### src/rtl/exec_hazard_ctrl.sv
// Execute-stage hazard controller: registered operand forwarding selects,
// load-use stall, and the RET drain/flush sequence for the IF/ID latch.
module exec_hazard_ctrl #(
   parameter int REG_AW           = 2,
   parameter int RET_FLUSH_CYCLES = 3
) (
   input  logic              clk,
   input  logic              rst,
   input  logic              id_valid,
   input  logic [REG_AW-1:0] id_src_a,
   input  logic              id_use_a,
   input  logic [REG_AW-1:0] id_src_b,
   input  logic              id_use_b,
   input  logic [REG_AW-1:0] id_dest,
   input  logic              id_wen,
   input  logic              id_memrd,
   input  logic              id_ret,
   output logic              fwd_a_en,
   output logic              fwd_a_wb,
   output logic              fwd_b_en,
   output logic              fwd_b_wb,
   output logic              stall_fd,
   output logic              flush_fd,
   output logic              bubble_ex,
   output logic              dbg_state,
   output logic [REG_AW+2:0] dbg_wb_slot
);

   localparam logic [0:0] ST_RUN       = 1'b0;
   localparam logic [0:0] ST_RET_DRAIN = 1'b1;
   localparam int         CW           = $clog2(RET_FLUSH_CYCLES + 1);

   logic [0:0]        state;
   logic [CW-1:0]     cnt;

   logic              ex_valid, ex_wen, ex_memrd;
   logic [REG_AW-1:0] ex_dest;
   logic              m_valid, m_wen, m_memrd;
   logic [REG_AW-1:0] m_dest;
   logic              wb_valid, wb_wen, wb_memrd;
   logic [REG_AW-1:0] wb_dest;

   logic ex_hit_a, ex_hit_b, m_hit_a, m_hit_b;
   logic load_use, in_drain, issue, ret_accept;
   logic a_en_nxt, a_wb_nxt, b_en_nxt, b_wb_nxt;

   always_comb begin
      ex_hit_a   = ex_valid & ex_wen & (ex_dest == id_src_a);
      ex_hit_b   = ex_valid & ex_wen & (ex_dest == id_src_b);
      m_hit_a    = m_valid & m_wen & (m_dest == id_src_a);
      m_hit_b    = m_valid & m_wen & (m_dest == id_src_b);
      load_use   = id_valid & ex_memrd &
                   ((id_use_a & ex_hit_a) | (id_use_b & ex_hit_b));
      in_drain   = (state == ST_RET_DRAIN);
      stall_fd   = load_use;
      flush_fd   = in_drain;
      bubble_ex  = load_use | in_drain;
      issue      = id_valid & ~bubble_ex;
      ret_accept = (state == ST_RUN) & id_valid & id_ret & ~stall_fd;
      // A loaded value in EX is never forwarded from ALU_resultM; that case
      // is the load-use stall, so only a non-load EX producer wins here.
      a_en_nxt   = issue & id_use_a & ((ex_hit_a & ~ex_memrd) | m_hit_a);
      a_wb_nxt   = issue & id_use_a & ~(ex_hit_a & ~ex_memrd) & m_hit_a;
      b_en_nxt   = issue & id_use_b & ((ex_hit_b & ~ex_memrd) | m_hit_b);
      b_wb_nxt   = issue & id_use_b & ~(ex_hit_b & ~ex_memrd) & m_hit_b;
      dbg_state   = state;
      dbg_wb_slot = {wb_valid, wb_dest, wb_wen, wb_memrd};
   end

   always_ff @(posedge clk or posedge rst) begin
      if (rst) begin
         ex_valid <= 1'b0; ex_wen <= 1'b0; ex_memrd <= 1'b0; ex_dest <= '0;
         m_valid  <= 1'b0; m_wen  <= 1'b0; m_memrd  <= 1'b0; m_dest  <= '0;
         wb_valid <= 1'b0; wb_wen <= 1'b0; wb_memrd <= 1'b0; wb_dest <= '0;
         fwd_a_en <= 1'b0; fwd_a_wb <= 1'b0;
         fwd_b_en <= 1'b0; fwd_b_wb <= 1'b0;
      end else begin
         ex_valid <= issue;
         ex_wen   <= id_wen;
         ex_memrd <= id_memrd;
         ex_dest  <= id_dest;
         m_valid  <= ex_valid;
         m_wen    <= ex_wen;
         m_memrd  <= ex_memrd;
         m_dest   <= ex_dest;
         wb_valid <= m_valid;
         wb_wen   <= m_wen;
         wb_memrd <= m_memrd;
         wb_dest  <= m_dest;
         fwd_a_en <= a_en_nxt;
         fwd_a_wb <= a_wb_nxt;
         fwd_b_en <= b_en_nxt;
         fwd_b_wb <= b_wb_nxt;
      end
   end

   always_ff @(posedge clk or posedge rst) begin
      if (rst) begin
         state <= ST_RUN;
         cnt   <= '0;
      end else begin
         case (state)
            ST_RUN: begin
               if (ret_accept) begin
                  state <= ST_RET_DRAIN;
                  cnt   <= CW'(RET_FLUSH_CYCLES);
               end
            end
            default: begin
               if (cnt == CW'(1)) state <= ST_RUN;
               cnt <= cnt - CW'(1);
            end
         endcase
      end
   end

endmodule

### config.mk
export PLATFORM = sky130hd
export DESIGN_NAME = exec_hazard_ctrl
export DESIGN_NICKNAME = d
export VERILOG_FILES = /design/src/rtl/exec_hazard_ctrl.sv
export SDC_FILE = /design/constraint.sdc
export NUM_CORES = 1
export LEC_CHECK = 0
export ABC_CLOCK_PERIOD_IN_PS = 1790
export CAP_MARGIN = 40
export CORE_MARGIN = 4
export CORE_UTILIZATION = 45
export DETAILED_ROUTE_END_ITERATION = 16
export DONT_BUFFER_PORTS = 1
export GPL_ROUTABILITY_DRIVEN = 0
export GPL_TIMING_DRIVEN = 0
export PLACE_DENSITY = 0.7
export SLEW_MARGIN = 30
export SYNTH_ARGS = -nofsm -noshare
export SYNTH_HDL_FRONTEND = slang
export SYNTH_SLANG_ARGS = --single-unit
### constraint.sdc
create_clock -name clk -period 1.79 [get_ports clk]
set_input_delay 0.179 -clock clk [delete_from_list [all_inputs] [get_ports clk]]
set_output_delay 0.179 -clock clk [all_outputs]
set_load 0.05 [all_outputs]
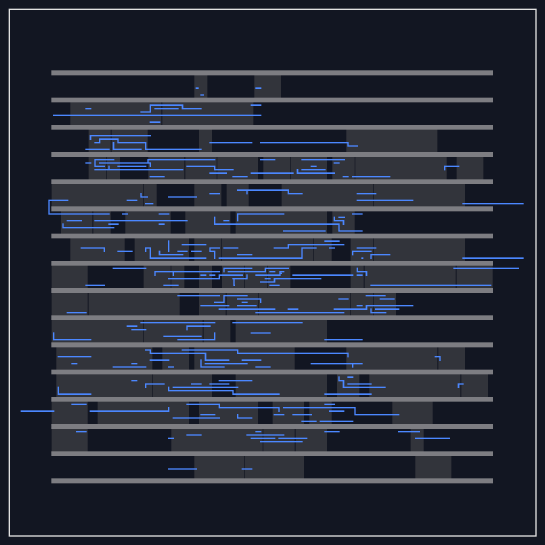
Fig. 1. Metal 1 (run 1).
Drawn at 10 px/µm. Supply wires on this layer in gray. Cells faint in the background.
The longest straight run is 20.7 µm. The layer carries 606 µm of wire. The wires run mostly horizontal. The layer holds 39% of the routed length.
via count: 576
met1 GRT Util: 14.87%
Routed Wire Length: 1571 µm

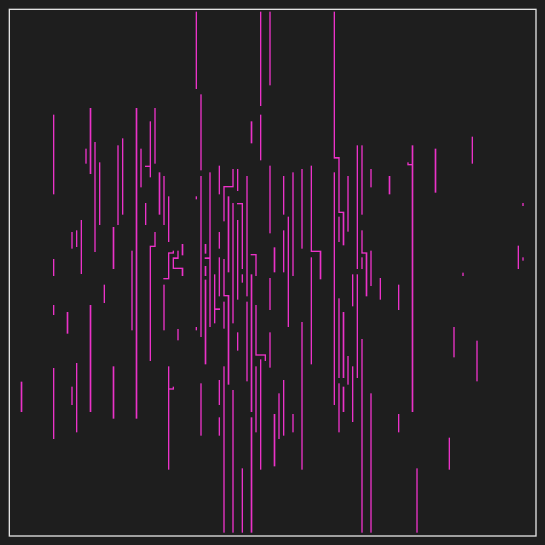
Fig. 2. M2 wires (run 1).
Drawn at 10 px/µm.
87 nets have wire on it. The layer carries 808 µm of wire. The longest straight run is 30.9 µm. The layer holds 51% of the routed length.

==> results.json, run 1 <==
{
  "wire_per_inst_um": 14.55,
  "p_per_area_nw_per_um2": 1188,
  "status": "finished, final reports clean",
  "routed-wl-met2_um": 807,
  "ys.flops": 22,
  "worst-endpoint-arrival_ns": 1.61,
  "antenna_found_initial": 0,
  "clk_path_buf_depth": 2,
  "vias_per_cell": 5.333,
  "n_fill_cell": 141,
  "syn_inst": 69,
  "ys_seq_share_pct": 61.71,
  "ys_sh_simple_pct": 15.43,
  "timing.final.hold_violations": 0,
  "rsz0062_at_grt": "true",
  "tns_ns": 0,
  "die_w_um": 52.53,
  "max_clock_freq_ghz": 0.5590,
  "maxSlewViolCount": 0,
  "cts_tree": "built",
  "drc_errors": 0,
  "synth_cell_types": 25,
  "root_buffer": "clkbuf_4",
  "comb_area_um2": 354.1,
  "finalCritPeriodShare_pct": 99.95,
  "ys_sh_aoi_pct": 6.311,
  "post-dp-hpwl_um": 1095,
  "coreArea_um2": 1802,
  "ant_nets": 0,
  "htreeDepth": 1,
  "highest_layer": "met4",
  "gr-usage-all-layers_pct": 13.27,
  "grt_pass1_vias": 584,
  "dieArea_um2": 2759,
  "synth_nets": 84,
  "hold_path_class": "in2reg",
  "cts_sinks": 22,
  "num_rows": 15,
  "tightest_slew_ns": 0.4901,
  "p_leak_nw": 0.5198,
  "worst_setup_path_end_kind": "output pin",
  "most_common_cell": "dfrtp_1",
  "synth_area_um2": 892.1,
  "io_buffers": 0,
  "max-slew-margin-rel_pct": 67.33,
  "dr.pass1.iters": 4,
  "ys_top_cells_by_count": "dfrtp_1, and3_1, xnor2_1",
  "startpoint_type": "flip-flop",
  "yosysCellCount": 69,
  "synth-main-ff-cell": "dfrtp_1",
  "maxCapViolCount": 0,
  "grt_max_degree": 23,
  "synth_warnings": 0,
  "grt.overflow.total": 0,
  "cts-buffers-inserted": 3,
  "drt_first_iter_violations": 5,
  "worstSetupPathType": "reg2out",
  "fin_crit_ns": 1.789,
  "seqCellArea_um2": 553.0,
  "syn-mean-instance-area_um2": 12.93,
  "worst_path_max_delay_cell": "dfrtp_2",
  "clk_pin_slew_ns": 0.11,
  "path_max_fanout": 3,
  "async_reset_ff_share_pct": 100.0,
  "setup_viol": 0,
  "top_logic_kind": "simple AND/OR/NAND/NOR gates",
  "top_cells_by_area": "dfrtp_1, xnor2_1, and3_1",
  "ioPinCount": 27,
  "worstPathRequired_ns": 1.61
}
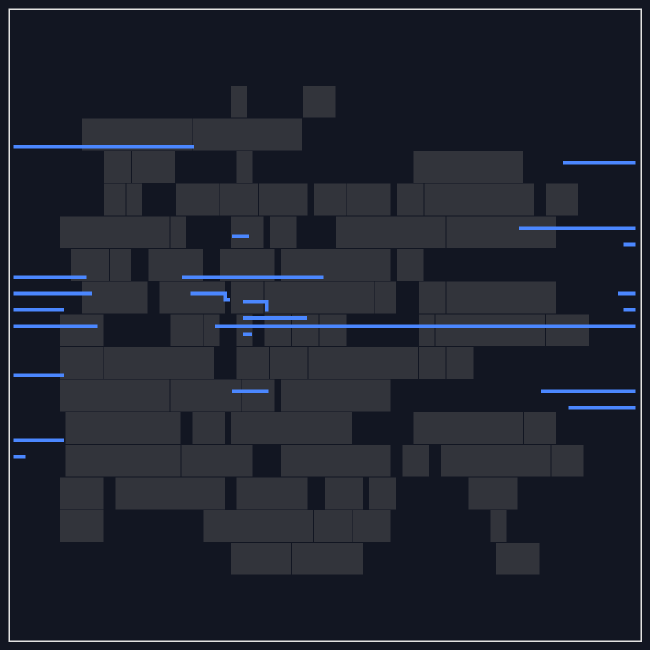
Fig. 3. Signal wires on met3 (run 1).
Drawn at 12 px/µm. Cells faint in the background.
The longest straight run is 34.7 µm. The wires run mostly horizontal. The layer carries 138 µm of wire. 21 nets have wire on it.
global routing met3 resource utilization: 3.134%

-- run 1: per-stage QoR --
stage               instances  setup WS, ns  hold slack, ns  utilization (%)  instance area, µm²
finish                    108     0.0009559         0.02110            61.81                1114
floorplan                  69        0.1567          0.1682                -               892.1
detailed placement         94       0.08358          0.2105            51.25               923.4
global route              108       -0.1010        0.004201            61.81                1114
CTS                       104      0.002039         0.01037            59.17                1066
global placement           94       0.08184          0.2105            51.25               923.4
-- run 1: cell usage in the layout (no fill, tap or decap), types with 2 or more instances in the layout --
cell,synthesis,final
dlygate4sd3_1,0,6
nand2_1,3,3
inv_1,3,3
nand4_1,4,4
xnor2_2,0,2
dfrtp_1,22,20
buf_4,4,7
mux2i_1,2,2
clkbuf_4,0,3
dfrtp_2,0,2
and3_1,6,6
xnor2_1,6,4
-- run 1: final cells by class --
class / instances / share of cell area [%]
flip-flops and latches: 22 / 49.66
multi-input cells: 39 / 31.80
repair buffers: 10 / 8.427
clock buffers: 4 / 3.258
plain buffers: 5 / 3.034
well taps: 25 / 2.809
inverters: 3 / 1.011
-- run 1: path summary, 6_finish.rpt --
kind,from,depth (start not counted),slack (ns),endpoint
worst max register to register,ex_dest[1]$_DFF_PP0_,5,0.10,fwd_b_wb$_DFF_PP0_
worst min register to register,m_memrd$_DFF_PP0_,0,0.36,wb_memrd$_DFF_PP0_
worst min-delay path,id_valid,2,0.02,ex_valid$_DFF_PP0_
min in group asynchronous,rst,2,0.30,wb_dest[0]$_DFF_PP0_
max in group asynchronous,rst,3,1.06,wb_dest[1]$_DFF_PP0_
worst max-delay path,ex_dest[0]$_DFF_PP0_,4,0.001,bubble_ex
-- run 1: power by group --
part / total, mW / leakage, nW / internal [mW] / switching (mW)
logic: 0.389 / 0.232 / 0.150 / 0.239
clock network: 0.263 / 0.0210 / 0.124 / 0.139
registers: 0.671 / 0.266 / 0.566 / 0.106
total: 1.32 / 0.520 / 0.840 / 0.483
-- run 1: per-layer routing --
metal | vias to the layer above | GRT usage (%)
met5 | - | 0
met4 | 0 | 5.106
met3 | 4 | 3.134
met2 | 28 | 23.97
met1 | 277 | 14.87
li1 | 267 | -
-- run 1: flip-flops by register name, indices dropped and copies added, names as in the netlist, 2 cells and up --
register and flops:
cnt 2, ex_dest 2, m_dest 2, wb_dest 2
-- run 1: timing repair --
| item | CTS | global route |
|---|---|---|
| pin swaps | 5 | 1 |
| buffers inserted | 1 | 2 |
| gates resized | 11 | 1 |
| setup endpoints to repair | 2 | 2 |
| hold endpoints to repair | 26 | 2 |
| hold buffers | 5 | 1 |
-- run 1: cell families after synthesis --
kind of cell | Yosys count
multiplexers | 2
adder cells (fa/ha/maj) | 1
AND-OR/OR-AND | 7
XOR/XNOR | 8
flip-flops | 22
buffers and inverters | 8
AND/OR/NAND/NOR | 21
-- run 1: worst reg2reg max path, stage by stage (launching register included) --
cell and delay [ns]:
dfrtp_2 0.46, xor2_2 0.17, buf_4 0.15, or4_4 0.51
nor2b_1 0.14, and3_1 0.17
==> run 2, diff against run 1 <==
--- a/config.mk
+++ b/config.mk
@@ -14,6 +14,7 @@
 export GPL_ROUTABILITY_DRIVEN = 0
 export GPL_TIMING_DRIVEN = 0
 export PLACE_DENSITY = 0.7
+export SKIP_LAST_GASP = 1
 export SLEW_MARGIN = 30
 export SYNTH_ARGS = -nofsm -noshare
 export SYNTH_HDL_FRONTEND = slang
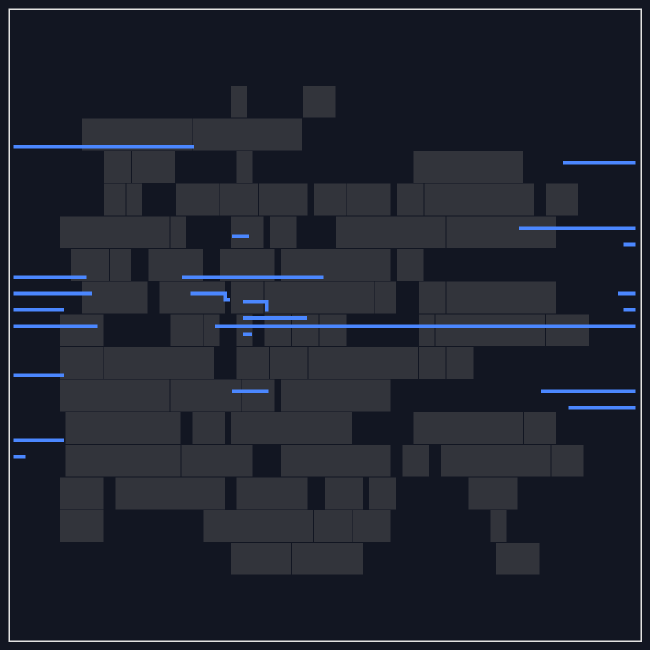
Fig. 4. Signal wires on met3 (run 2).
Drawn at 12 px/µm. Cells faint in the background.
The layer carries 138 µm of wire. 21 nets have wire on it. The layer holds 8.8% of the routed length. The wires run mostly horizontal.

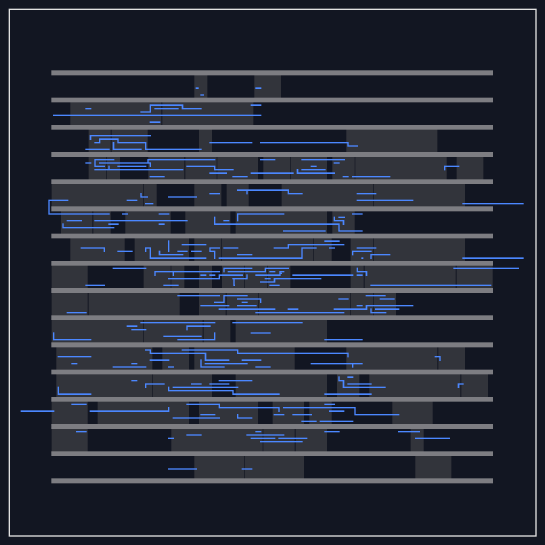
Fig. 5. Metal 1 (run 2).
Drawn at 10 px/µm. Supply wires on this layer in gray. Cells faint in the background.
The wires run mostly horizontal. The longest straight run is 20.7 µm.

==> run 2 against run 1 <==
Effect of this change: cell area stayed put; sequential share of layout area stayed put; wire length unchanged; clock-buffer cell count stayed put; flip-flop count unchanged; utilization did not move.
==> results.json, run 2 <==
{
  "antenna_found_initial": 0,
  "max_clock_freq_ghz": 0.5590,
  "syn_inst": 69,
  "cts_sinks": 22,
  "post-dp-hpwl_um": 1095,
  "p_leak_nw": 0.5198,
  "top_cells_by_area": "dfrtp_1, xnor2_1, and3_1",
  "totalWireLength_um": 1571,
  "ys_top_cells_by_count": "dfrtp_1, and3_1, xnor2_1",
  "fin_crit_ns": 1.789,
  "status": "finished, final reports clean",
  "maxCapViolCount": 0,
  "synth_nets": 84,
  "top_logic_kind": "simple AND/OR/NAND/NOR gates",
  "startpoint_type": "flip-flop",
  "drc_errors": 0,
  "ant_nets": 0,
  "setup_viol": 0,
  "root_buffer": "clkbuf_4",
  "final_common_cell": "dfrtp_1",
  "cts-buffers-inserted": 3,
  "hold_path_class": "in2reg",
  "yosysCellCount": 69,
  "io_buffers": 0,
  "worst-endpoint-arrival_ns": 1.61,
  "grt_max_degree": 23,
  "drt_first_iter_violations": 5,
  "synth_area_um2": 892.1,
  "worstSetupPathType": "reg2out",
  "ys_sh_simple_pct": 15.43,
  "p_per_area_nw_per_um2": 1188,
  "crit_path_start": "ex_dest[0]$_DFF_PP0_",
  "rrSetupSlack_ns": 0.10,
  "cts_tree": "built",
  "ys_seq_share_pct": 61.71,
  "timing.final.hold_violations": 0,
  "max-slew-margin-rel_pct": 67.33,
  "htreeDepth": 1,
  "clk_pin_slew_ns": 0.11,
  "tightest_slew_ns": 0.4901,
  "async_reset_ff_share_pct": 100.0,
  "rr_endpoint": "fwd_b_wb$_DFF_PP0_",
  "ys.flops": 22,
  "cp-endpoint": "bubble_ex",
  "wire_per_inst_um": 14.55,
  "synth-main-ff-cell": "dfrtp_1",
  "dr_total_vias": 576
}
-- run 2: repair_timing --
item | CTS | global route
resized | 11 | 1
pin swaps | 5 | 1
endpoints found under the setup margin | 2 | 2
hold buffers | 5 | 1
buffers inserted | 1 | 2
endpoints found under the hold margin | 26 | 2
-- run 2: report_power, final --
group	leakage (nW)	total (mW)	internal (mW)	switching, mW
clock network	0.0210	0.263	0.124	0.139
logic	0.232	0.389	0.150	0.239
registers	0.266	0.671	0.566	0.106
total	0.520	1.32	0.840	0.483
-- run 2: per-stage QoR --
| step | hold WS (ns) | utilization [%] | power [mW] | cell area (µm²) | cells |
|---|---|---|---|---|---|
| final | 0.02110 | 61.81 | 1.323 | 1114 | 108 |
| after floorplan | 0.1682 | - | 0.9754 | 892.1 | 69 |
| after global placement | 0.2105 | 51.25 | 1.008 | 923.4 | 94 |
| after global routing | 0.004201 | 61.81 | 1.392 | 1114 | 108 |
| after detailed placement | 0.2105 | 51.25 | 1.024 | 923.4 | 94 |
| after CTS | 0.01037 | 59.17 | 1.322 | 1066 | 104 |
-- run 2: cells by family after synthesis --
| family | after synthesis |
|---|---|
| XOR/XNOR | 8 |
| buffers and inverters | 8 |
| multiplexers | 2 |
| flip-flops | 22 |
| AND/OR/NAND/NOR | 21 |
| AND-OR/OR-AND | 7 |
| adder cells (fa/ha/maj) | 1 |
-- run 2: per-layer routing --
| metal | GRT usage [%] | up-vias | wire (µm) |
|---|---|---|---|
| met4 | 5.106 | 0 | 20 |
| li1 | - | 267 | - |
| met1 | 14.87 | 277 | 606 |
| met3 | 3.134 | 4 | 137 |
| met5 | 0 | - | 0 |
| met2 | 23.97 | 28 | 807 |
-- run 2: how the worst min path moves through the flow --
stage	start	cells past startpoint	to	slack, ns
2_1_floorplan	rst	1	cnt[0]$_DFFE_PP0P_	0.17
3_3_place_gp	id_wen	0	ex_wen$_DFF_PP0_	0.21
3_5_place_dp	id_dest[1]	0	ex_dest[1]$_DFF_PP0_	0.21
4_1_cts	id_use_b	1	fwd_b_en$_DFF_PP0_	0.01
5_1_grt	id_valid	2	ex_valid$_DFF_PP0_	0.004
6_report	id_valid	2	ex_valid$_DFF_PP0_	0.02
-- run 2: layout make-up --
class	count	area, µm²	share of cell area, %
clock buffers	4	36.28	3.258
well taps	25	31.28	2.809
repair buffers	10	93.84	8.427
multi-input cells	39	354.1	31.80
inverters	3	11.26	1.011
flip-flops and latches	22	553.0	49.66
plain buffers	5	33.78	3.034
-- run 2: critical path, stage by stage, from the launching register on --
cell and delay (ns):
dfrtp_2 0.48, xnor2_2 0.18, and3_1 0.18, o21a_1 0.20, a21o_4 0.27
Fig. 6: run 2, track usage over the die
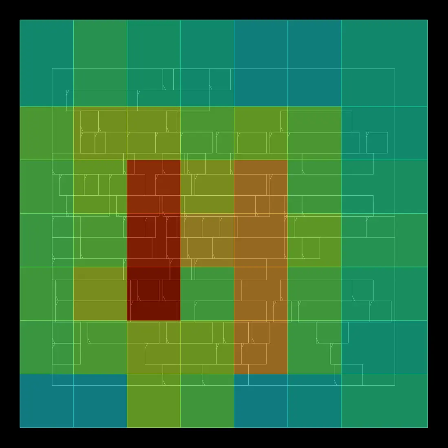

==> run 3, diff against run 2 <==
--- a/config.mk
+++ b/config.mk
@@ -8,12 +8,12 @@
 export ABC_CLOCK_PERIOD_IN_PS = 1790
 export CAP_MARGIN = 40
 export CORE_MARGIN = 4
-export CORE_UTILIZATION = 45
+export CORE_UTILIZATION = 34
 export DETAILED_ROUTE_END_ITERATION = 16
 export DONT_BUFFER_PORTS = 1
 export GPL_ROUTABILITY_DRIVEN = 0
 export GPL_TIMING_DRIVEN = 0
-export PLACE_DENSITY = 0.7
+export PLACE_DENSITY = 0.46
 export SKIP_LAST_GASP = 1
 export SLEW_MARGIN = 30
 export SYNTH_ARGS = -nofsm -noshare
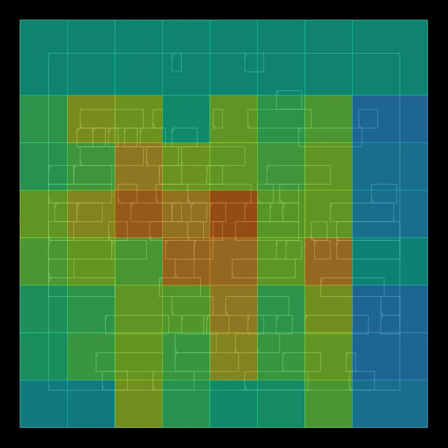
Fig. 7. Track usage over the die (run 3).
Util after Layout: 44.69%
GRT Overall Usage: 10.65%
met1 GRT Util: 12.55%
grt met2 use: 16.69%
routed length per instance: 13.46 µm

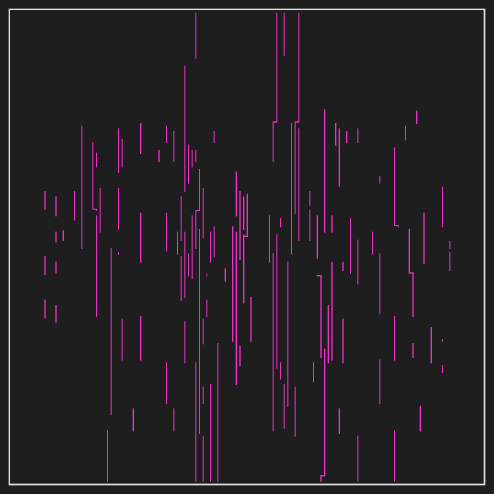
Fig. 8. M2 wires (run 3).
Drawn at 8 px/µm.
The longest straight run is 25.5 µm. The layer holds 49% of the routed length. 83 nets have wire on it.

==> run 3 against run 2 <==
Effect of this change: the flow now finishes with violations (negative setup slack); global-route usage is 2.6 points lower; highest routed layer unchanged; largest cell class unchanged; largest power group unchanged; fmax is 0.36% lower; wire length is 3.2% lower; clock power is 3% higher; final cell count is 4.6% higher; total power is 0.64% lower; cell area is 0.34% higher.
==> results.json, run 3 <==
{
  "maxCapViolCount": 0,
  "critical-path-top-delay-family": "simple AND/OR/NAND/NOR gates",
  "async_reset_ff_share_pct": 100.0,
  "worstPathRequired_ns": 1.61,
  "final_cell_mix": "dfrtp_1, dlygate4sd3_1, and3_1, buf_4",
  "dr.pass1.iters": 4,
  "io_buffers": 0,
  "worst-endpoint-arrival_ns": 1.62,
  "die_w_um": 59.23,
  "cts_sinks": 22,
  "ys_seq_share_pct": 61.71,
  "grt_max_degree": 15,
  "top_area_share_pct": 61.71,
  "grt.overflow.total": 0,
  "p_int_uw": 835.2,
  "clk_pin_slew_ns": 0.12,
  "root_buffer": "clkbuf_4",
  "antenna_found_initial": 0,
  "worst_setup_path_end_kind": "output pin",
  "synth_cell_types": 25,
  "power_frac_seq_pct": 50.8,
  "status": "finished, violations left",
  "power_frac_clock_pct": 20.6,
  "vias_per_cell": 4.681,
  "htreeDepth": 1,
  "p_per_area_nw_per_um2": 1177,
  "syn-mean-instance-area_um2": 12.93,
  "syn_inst": 69,
  "maxSlewViolCount": 0,
  "ys_top_cells_by_count": "dfrtp_1, and3_1, xnor2_1",
  "synth-main-ff-cell": "dfrtp_1",
  "path_max_fanout": 3,
  "grt_pass1_vias": 580,
  "hold_start": "id_use_a",
  "coreArea_um2": 2500,
  "worst_path_max_delay_cell": "dfrtp_2",
  "crit_path_start": "ex_dest[1]$_DFF_PP0_",
  "synth_nets": 84,
  "dr_total_vias": 529,
  "hold_path_class": "in2reg",
  "max-slew-margin-rel_pct": 66.97,
  "clk_path_buf_depth": 2,
  "dieArea_um2": 3508,
  "final_cells": 113,
  "yosysCellCount": 69,
  "tightest_slew_ns": 0.4954,
  "dp_cells": 100,
  "path_buffers": 0,
  "top_cells_by_area": "dfrtp_1, xnor2_1, and3_1",
  "combPwrFrac_pct": 28.6,
  "setup_viol": 1,
  "p_switching_uw": 479.6,
  "worstSetupPathType": "reg2out",
  "synth_area_um2": 892.1,
  "num_rows": 18,
  "ioPinCount": 27,
  "drt_first_iter_violations": 4,
  "most_common_cell": "dfrtp_1",
  "worstReg2RegStart": "ex_dest[1]$_DFF_PP0_",
  "cts-buffers-inserted": 3,
  "violations": "negative setup slack",
  "totalWireLength_um": 1521,
  "whs_ns": 0.02057,
  "ant_nets": 0,
  "final.setup.worst_slack_ns": -0.005516,
  "cts_tree": "built",
  "switching_share_pct": 36.48,
  "critPathMaxStageDelay_ns": 0.46,
  "max_clock_freq_ghz": 0.5569
}
==> run 3: netlist changes by cell type in the layout (fill, tap and decap cells not counted), sizes merged <==
cell         before  now
buf               8    6
dlygate4sd3       6    8
==> run 3: per-stage QoR <==
step           power (mW)  worst slack [ns]  instance area, µm²
3_5_place_dp        1.023           0.07697               944.7
2_1_floorplan      0.9754            0.1567               892.1
5_1_grt             1.404           -0.1034                1117
6_report            1.315         -0.005516                1117
4_1_cts             1.332          -0.03166                1097
3_3_place_gp        1.015           0.06802               929.6
==> run 3: logic make-up (layout without fill, tap and decap cells) <==
| family | Yosys count | count (layout) | share of synthesized area (%) |
|---|---|---|---|
| compound gates | 7 | 7 | 6.311 |
| xor+xnor | 8 | 8 | 7.854 |
| fa+ha+maj | 1 | 1 | 1.402 |
| buf+inv | 8 | 22 | 5.049 |
| flops | 22 | 22 | 61.71 |
| mux | 2 | 2 | 2.244 |
| simple gates | 21 | 21 | 15.43 |
==> run 3: power by group through the flow <==
stage,logic (mW),registers [mW],clock network (mW)
final,0.376,0.669,0.271
after global routing,0.422,0.679,0.302
after CTS,0.378,0.671,0.284
after detailed placement,0.343,0.680,0
after global placement,0.337,0.678,0
after floorplan,0.310,0.666,0
==> run 3: worst paths after layout <==
path                       depth (start not counted)              endpoint  slack, ns
setup / recovery                                   4              stall_fd     -0.006
hold / removal                                     1    fwd_a_wb$_DFF_PP0_       0.02
setup reg to reg                                   5    fwd_b_wb$_DFF_PP0_       0.11
hold reg to reg                                    0    wb_memrd$_DFF_PP0_       0.36
max in group asynchronous                          3  ex_dest[1]$_DFF_PP0_       1.12
min in group asynchronous                          2    wb_valid$_DFF_PP0_       0.27
==> run 3: repair_timing <==
item	4_1_cts	5_1_grt
buffers inserted	1	0
endpoints found under the hold margin	13	3
pin swaps	6	0
resized	11	0
setup endpoints to repair	2	2
hold buffers	6	2
==> run 3: layout make-up <==
cell class | count | area [µm²]
buffer | 5 | 33.78
multi-input combinational | 39 | 342.8
fill | 233 | 1383
tap | 30 | 37.54
clock buffer | 4 | 36.28
sequential | 22 | 553.0
timing repair buffer | 10 | 102.6
inverter | 3 | 11.26
==> run 3: metal layers <==
| metal | track usage, % | part of all wire (%) | vias up |
|---|---|---|---|
| met1 | 12.55 | 39 | 247 |
| met3 | 5.229 | 10 | 2 |
| met2 | 16.69 | 49 | 20 |
| li1 | - | - | 260 |
| met4 | 3.883 | 1.4 | 0 |
| met5 | 0 | 0 | - |
No activity file was given, so power comes from the tool's default toggle rates.
